==> config.mk <==
export PLATFORM = sky130hd
export DESIGN_NAME = icmp_echo_responder
export DESIGN_NICKNAME = d
export VERILOG_FILES = /design/src/rtl/icmp_pkg.sv /design/src/rtl/icmp_csum_acc.sv /design/src/rtl/icmp_echo_responder.sv
export SDC_FILE = /design/constraint.sdc
export NUM_CORES = 1
export LEC_CHECK = 0
export CORE_MARGIN = 1.5
export CORE_UTILIZATION = 35
export DETAILED_ROUTE_END_ITERATION = 7
export PLACE_DENSITY = 0.54
export SLEW_MARGIN = 0
export SYNTH_ARGS = -nofsm -noshare
export SYNTH_HDL_FRONTEND = slang
export SYNTH_SLANG_ARGS = --single-unit
==> constraint.sdc <==
create_clock -name clock -period 13.6 [get_ports clock]
set_input_delay 2.72 -clock clock [delete_from_list [all_inputs] [get_ports clock]]
set_output_delay 2.72 -clock clock [all_outputs]
set_load 0.02 [all_outputs]
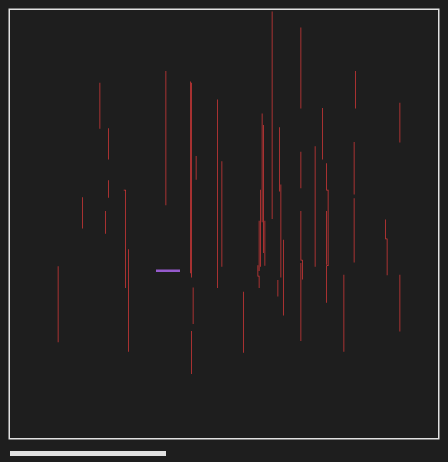
(images/layers.png)
Bar = 100 um. Two of the layers only.
red -> M4  # wire length 2,110 um
purple -> M5  # wire length 13.8 um
DR vias: 14,200
Total Routing Usage GR: 0.187
wire per inst: 26.3 um
WL final: 69,400 um

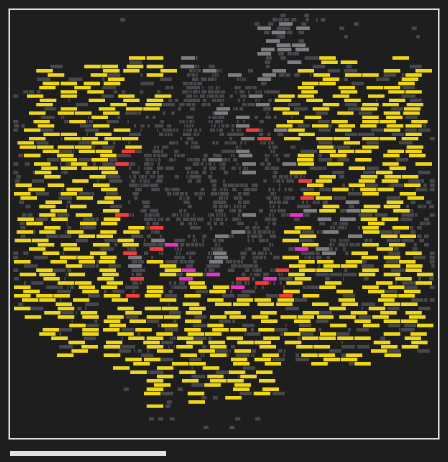
(images/ff_map.png)
Bar = 100 um.
magenta -> `r_rx_code`  # sequential cells 8, where center
yellow -> `r_buf`  # sequential cells 512
red -> `r_reply_csum`  # sequential cells 16
sequential portion of the cell area: 0.579
post-route core utilization: 0.409
seq pwr: 2310 uW

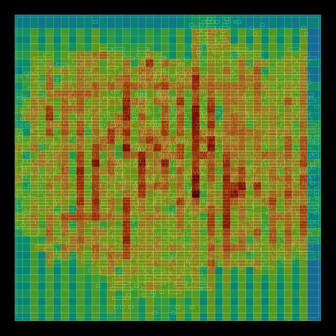
(images/congestion_map.png)
GRT met1 Usage: 0.257
met3 Use GR: 0.0281

==> results.toml <==
# synthesis and place-and-route metrics
[synthesis]
edf_count = 512
syn_avg_cell_area_um2 = 17.1
ys_seq_share = 0.670
ys_area_mm2 = 0.0257
yosysTopAreaCell = "edfxtp_1"
synth-async-reset-ratio = 0.128
top_cells_by_area = "edfxtp_1 60%, mux4_2 12%, dfrtp_1 7.3%"

[min_path]
hp-class = "reg -> reg"

[cts]
clock_path_buffers = 3
ctsHoldBuffers = 0
htreeDepth = 2

[finish]
syn2layout_area_growth_pct = 15.9
lay_top_cells = "512 x edfxtp_1, 141 x mux4_2, 99 x nand2_1, 85 x clkdlybuf4s50_1, 72 x dfrtp_1"
fillers = 6589

[global_route]
antenna_found_initial = 2
overflow = 0
grt_pass1_vias = 14600

[die]
die_x_um = 274
coreArea_mm2 = 0.0728
chipArea_mm2 = 0.0752
initial_core_util = 0.353

[sta]
hold_viol = 0
slew_headroom = 0.301
worst_pin_slew_ns = 1.05

[setup_path]
crit_fanout = 18
cp-start-kind = "input port"
cpPeakStageDelay_ns = 0.82

[pwr]
powerDensity_mw_per_mm2 = 209
power_leakage_uw = 0.00973

[status]
outcome = "completed"

[route]
drcViolationCount = 0

[placed_design]
place_hpwl_um = 42800
## power breakdown
group / switching (uW) / internal [uW]
logic: 1300 / 1010
clock network: 685 / 920
registers: 197 / 2110
## layer usage
metal	global-route usage	vias up
met3	0.0281	110
met2	0.306	364
met4	0.0583	2
li1	-	6287
met5	0	-
met1	0.257	7440
## cell usage after synthesis, types with 26 or more instances
cell and n:
ha_1 58, xor2_1 29, nor3_1 26, nand3_1 26, edfxtp_1 512, a21oi_1 36, nand2_1 99, dfrtp_1 75
mux4_2 141, clkbuf_1 42, mux2_2 38, nor2_1 49, o21ai_0 55, xnor2_1 34
## logic make-up after synthesis
group                    after synthesis
buffers and inverters                 98
AND/OR/NAND/NOR                      287
AND-OR/OR-AND                        219
other                                  1
flip-flops                           587
multiplexers                         183
XOR/XNOR                              69
adder cells (fa/ha/maj)               61
## layout make-up
cell class	instances	area, um^2	share of cell area
inverters	26	97.6	0.00327
diodes	1	2.50	0.0000839
multi-input cells	820	8180	0.274
well taps	959	1200	0.0402
repair buffers	128	1170	0.0394
clock buffers	85	1650	0.0553
clock inverters	30	267	0.00894
flip-flops and latches	587	17300	0.579
## metrics by stage
stage                     utilization  hold WS [ns]  setup slack, ns  total power, uW  instance area (um^2)
after floorplan                     -         0.451             4.74             3910                 25700
after global placement          0.383         0.487             3.06             4650                 27900
after detailed placement        0.383         0.493             2.86             4660                 27900
after CTS                       0.409         0.506             3.48             6280                 29800
after global routing            0.409         0.530             2.59             6540                 29800
final                           0.409         0.502             3.40             6220                 29800
## critical path: cells and delay by family
kind / cells / cell delay [ns]
xor gates and xnor gates: 1 / 0.20
and+or+nand+nor: 13 / 2.94
adders and majority gates: 5 / 1.31
buffers and inverters: 2 / 0.89
AOI/OAI and AO/OA: 14 / 2.61
Power is estimated from default activity; no workload was simulated.
